**src/rtl/tdc_hw_accum.sv**
```systemverilog
// tdc_hw_accum: accumulates the Hamming weight of 2^LOG2_SAMPLES delay-line
// tap words into one measurement. It reports the sum, the truncated mean and,
// optionally, the min/max sample weight.
// Optional feature: define TDC_HW_ACCUM_MINMAX_EN to build min/max tracking.
// Without it, min_hw and max_hw are tied to zero.
//
// Handshake: res_valid rises one cycle after the last sample is taken. It is
// held with stable results until a cycle where res_valid & res_ready are both
// high; that cycle completes the transfer. res_valid may not drop before then.
module tdc_hw_accum #(
    parameter int TAPS         = 127,
    parameter int LOG2_SAMPLES = 4,
    localparam int HW_W        = $clog2(TAPS + 1),
    localparam int ACC_W       = HW_W + LOG2_SAMPLES
) (
    input  logic             clk,
    input  logic             rst,
    input  logic             start,
    input  logic [TAPS-1:0]  taps_in,
    input  logic             taps_valid,
    output logic             busy,
    output logic             res_valid,
    input  logic             res_ready,
    output logic [ACC_W-1:0] sum,
    output logic [HW_W-1:0]  mean,
    output logic [HW_W-1:0]  min_hw,
    output logic [HW_W-1:0]  max_hw,
    output logic             drop,
    output logic [1:0]       dbg_state
);

    localparam int CNT_W = LOG2_SAMPLES + 1;
    localparam logic [CNT_W-1:0] LAST = CNT_W'((1 << LOG2_SAMPLES) - 1);

    typedef enum logic [1:0] {
        IDLE  = 2'd0,
        ACCUM = 2'd1,
        HOLD  = 2'd2
    } state_t;

    state_t            state_q, state_d;
    logic [CNT_W-1:0]  cnt_q;
    logic [ACC_W-1:0]  sum_q;
    logic              drop_q;
    logic [HW_W-1:0]   hw;
    logic              clear, take, accept, drop_set;

    function automatic logic [HW_W-1:0] popcount(input logic [TAPS-1:0] v);
        logic [HW_W-1:0] c;
        c = '0;
        for (int i = 0; i < TAPS; i++) c = c + HW_W'(v[i]);
        return c;
    endfunction

    // Combinational Hamming weight of the incoming word
    always_comb hw = popcount(taps_in);

    // Next-state logic and per-cycle datapath controls
    always_comb begin
        state_d  = state_q;
        clear    = 1'b0;
        take     = 1'b0;
        accept   = 1'b0;
        drop_set = taps_valid && (state_q != ACCUM);
        case (state_q)
            IDLE: begin
                if (start) begin
                    state_d = ACCUM;
                    clear   = 1'b1;
                end
            end
            ACCUM: begin
                take = taps_valid;
                if (taps_valid && cnt_q == LAST) state_d = HOLD;
            end
            HOLD: begin
                if (res_ready) begin
                    accept = 1'b1;
                    if (start) begin
                        state_d = ACCUM;
                        clear   = 1'b1;
                    end else begin
                        state_d = IDLE;
                    end
                end
            end
            default: state_d = IDLE;
        endcase
    end

    // State register; reset overrides every other input
    always_ff @(posedge clk) begin
        if (rst) state_q <= IDLE;
        else     state_q <= state_d;
    end

    // Sum, sample counter and sticky drop flag
    always_ff @(posedge clk) begin
        if (rst) begin
            sum_q  <= '0;
            cnt_q  <= '0;
            drop_q <= 1'b0;
        end else begin
            if (clear) begin
                sum_q <= '0;
                cnt_q <= '0;
            end else if (take) begin
                sum_q <= sum_q + ACC_W'(hw);
                cnt_q <= cnt_q + CNT_W'(1);
            end
            // Accepting a result clears drop even if a stray sample lands
            // in the same cycle; that sample belongs to the closed result.
            if (accept)        drop_q <= 1'b0;
            else if (drop_set) drop_q <= 1'b1;
        end
    end

`ifdef TDC_HW_ACCUM_MINMAX_EN
    logic [HW_W-1:0] min_q, max_q;

    // Min/max tracking: min starts at all-ones, max at zero, on each clear
    always_ff @(posedge clk) begin
        if (rst) begin
            min_q <= '0;
            max_q <= '0;
        end else if (clear) begin
            min_q <= '1;
            max_q <= '0;
        end else if (take) begin
            if (hw < min_q) min_q <= hw;
            if (hw > max_q) max_q <= hw;
        end
    end

    assign min_hw = min_q;
    assign max_hw = max_q;
`else
    assign min_hw = '0;
    assign max_hw = '0;
`endif

    assign busy      = (state_q == ACCUM);
    assign res_valid = (state_q == HOLD);
    assign sum       = sum_q;
    assign mean      = HW_W'(sum_q >> LOG2_SAMPLES);
    assign drop      = drop_q;
    assign dbg_state = state_q;

endmodule
```
**config.mk**
```make
export PLATFORM = sky130hd
export DESIGN_NAME = tdc_hw_accum
export DESIGN_NICKNAME = d
export VERILOG_FILES = /design/src/rtl/tdc_hw_accum.sv
export SDC_FILE = /design/constraint.sdc
export NUM_CORES = 1
export LEC_CHECK = 0
export CAP_MARGIN = 20
export CORE_MARGIN = 1
export CORE_UTILIZATION = 40
export CTS_CLUSTER_DIAMETER = 30
export DETAILED_ROUTE_END_ITERATION = 10
export PLACE_DENSITY = 0.7
export SKIP_LAST_GASP = 1
export SLEW_MARGIN = 20
export SYNTH_ARGS = -nofsm -noshare
export SYNTH_HDL_FRONTEND = slang
export SYNTH_SLANG_ARGS = --single-unit
```
**constraint.sdc**
```tcl
create_clock -name clk -period 9.7 [get_ports clk]
set_clock_uncertainty 0.1 [all_clocks]
set_input_delay 1.94 -clock clk [delete_from_list [all_inputs] [get_ports clk]]
set_output_delay 1.94 -clock clk [all_outputs]
set_load 0.01 [all_outputs]
```
==> flow_summary.toml <==
# physical design summary
[status]
status = "finished clean"

[final_timing]
finalCritPeriodShare_pct = 92.91
drv_slew = 0
setup_violations = 0
worst_slack_ns = 0.6882
whs_ns = 0.3747
finalCriticalPeriod_ns = 9.012
hold_viol = 0
max_slew_margin_pct = 50.54
setup_tns_ns = 0

[layout]
design_area_um2 = 6396
largest_reg_flops = 11
drive_gt1_share_pct = 1.454
fin_nets = 916
area_growth_pct = 35.27
final_cell_mix = "inv_1 (156), clkdlybuf4s50_1 (154), fa_1 (117), ha_1 (47)"
final_util_pct = 55.78

[clocking]
tritoncts = "yes"
clk_pin_slew_ns = 0.05
cts_buffer_depth = 2
ctsResizeCount = 0
htree_levels = 1
numCtsBuffers = 3
clock_sinks = 19
ctsRootBufferMaster = "clkbuf_16"
ctsHoldBuffers = 0

[drt]
dr_wl_met3_um = 549
via_per_inst = 4.587
antenna_left = 0
dr.max_layer_used = "met4"
vias = 3495
drt_first_pass_iters = 4
wl_mm = 9.407
drc = 0
wl_met2_mm = 5.135
wl_per_cell_um = 12.35

[setup_path]
worstSetupStartpoint = "taps_in[89]"
critPathTopFamily = "adder cells"
worstSetupEndpoint = "sum[5]"
worstSetupPathType = "input pin to flop"
r2r_slack_ns = 3.14
ff2ff_path_depth = 17
setup.worst_path.end_class = "flop"
crit_arrival_ns = 9.02
start_kind = "input pin"
critPathMaxFanout = 4
critPathBufInv = 7
max_stage_delay_ns = 0.60

[flow_run]
warnings = 26
cap_violations = 0

[global_route]
grtUsageTotal_pct = 16.06
global_route.usage.met3_pct = 2.734
grtUsageMet1_pct = 18.98
grt_max_degree = 18
overflow = 0
grt_pass1_wl_mm = 16.43
antenna_found_initial = 0
use_met2_pct = 30.23
grt_pass1_vias = 3871

[synth]
top_area_cell = "fa_1"
async_reset_ff_share_pct = 0
yosys-stat-cells = 474
avgSynthCellArea_um2 = 9.975
yosysUniqueCellTypes = 39
yosysMostFrequentCell = "inv_1"
ys_area_um2 = 4728
area_leaders = "fa_1 (50%), ha_1 (12%), inv_1 (12%), dfxtp_1 (8.0%), buf_4 (3.3%)"
syn-cell-area_um2 = 4728
flop_cell = "dfxtp_1"
common_cells = "inv_1 (156), fa_1 (117), ha_1 (47), buf_4 (21)"
yosysWarnings = 0

[floorplanning]
ioPinCount = 169
die_y_um = 110.7

[placed_design]
place_area_um2 = 6317
dp.cells = 758
hpwl_mm = 8.975

[hold_path]
min_path_type = "flop to flop"
worstHoldEndpoint = "sum[0]"
## cells by family (layout without fill, tap and decap cells)
| family | Yosys count | count (layout) | share of synthesized area (%) |
|---|---|---|---|
| xor gates and xnor gates | 4 | 4 | 0.7411 |
| other | 1 | 14 | 0.07931 |
| DFF | 19 | 19 | 8.044 |
| muxes | 1 | 1 | 0.2117 |
| adders and majority gates | 164 | 164 | 61.97 |
| and+or+nand+nor | 58 | 58 | 6.404 |
| buffers and inverters | 182 | 314 | 16.19 |
| AOI/OAI and AO/OA | 45 | 45 | 6.351 |
## final cells by class
class,count,area (µm²),share of cell area [%]
clock buffer,4,78.83,1.232
sequential,19,380.4,5.947
multi-input combinational,286,3631,56.77
inverter,156,585.6,9.155
timing repair buffer,154,1541,24.10
tap,143,178.9,2.797
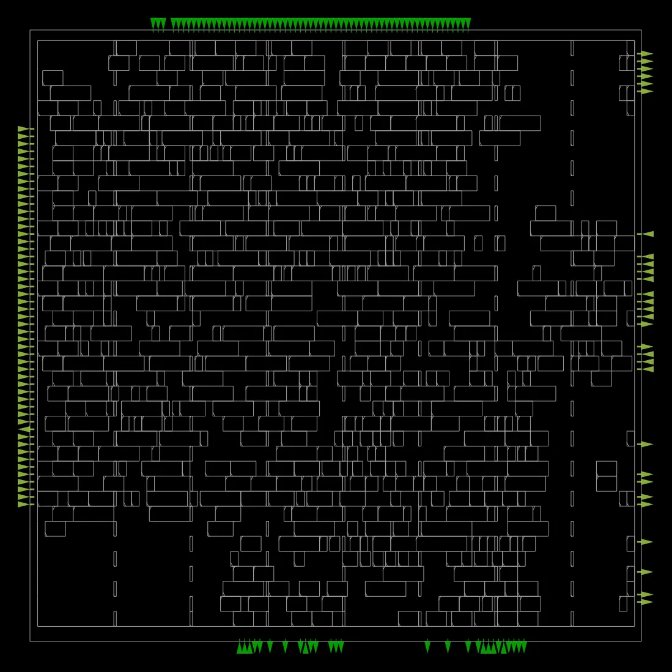
final_placement.png
Well-Tap Cells: 143
Std-Cell Rows: 39
flop share of the area: 5.947%

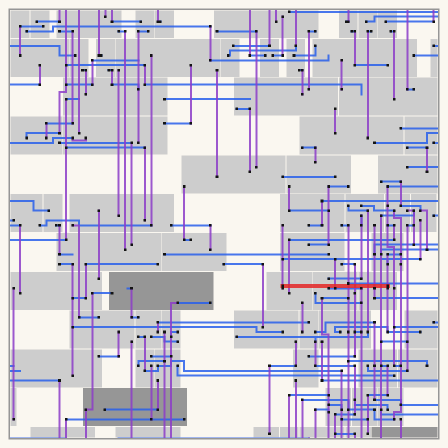
zoom.png
Window x 40 to 70, y 40 to 70 µm. Cells in grey, sequential cells in the stronger grey; small squares are vias.
legend:
  purple:
    layer: met2
  blue:
    layer: met1
  red:
    layer: met3
most frequent: fa_1 (14), inv_1 (12), ha_1 (10)
netlist names of flops here include: sum (2)
sequential cells in the window: 2
cells with their middle in the window: 57

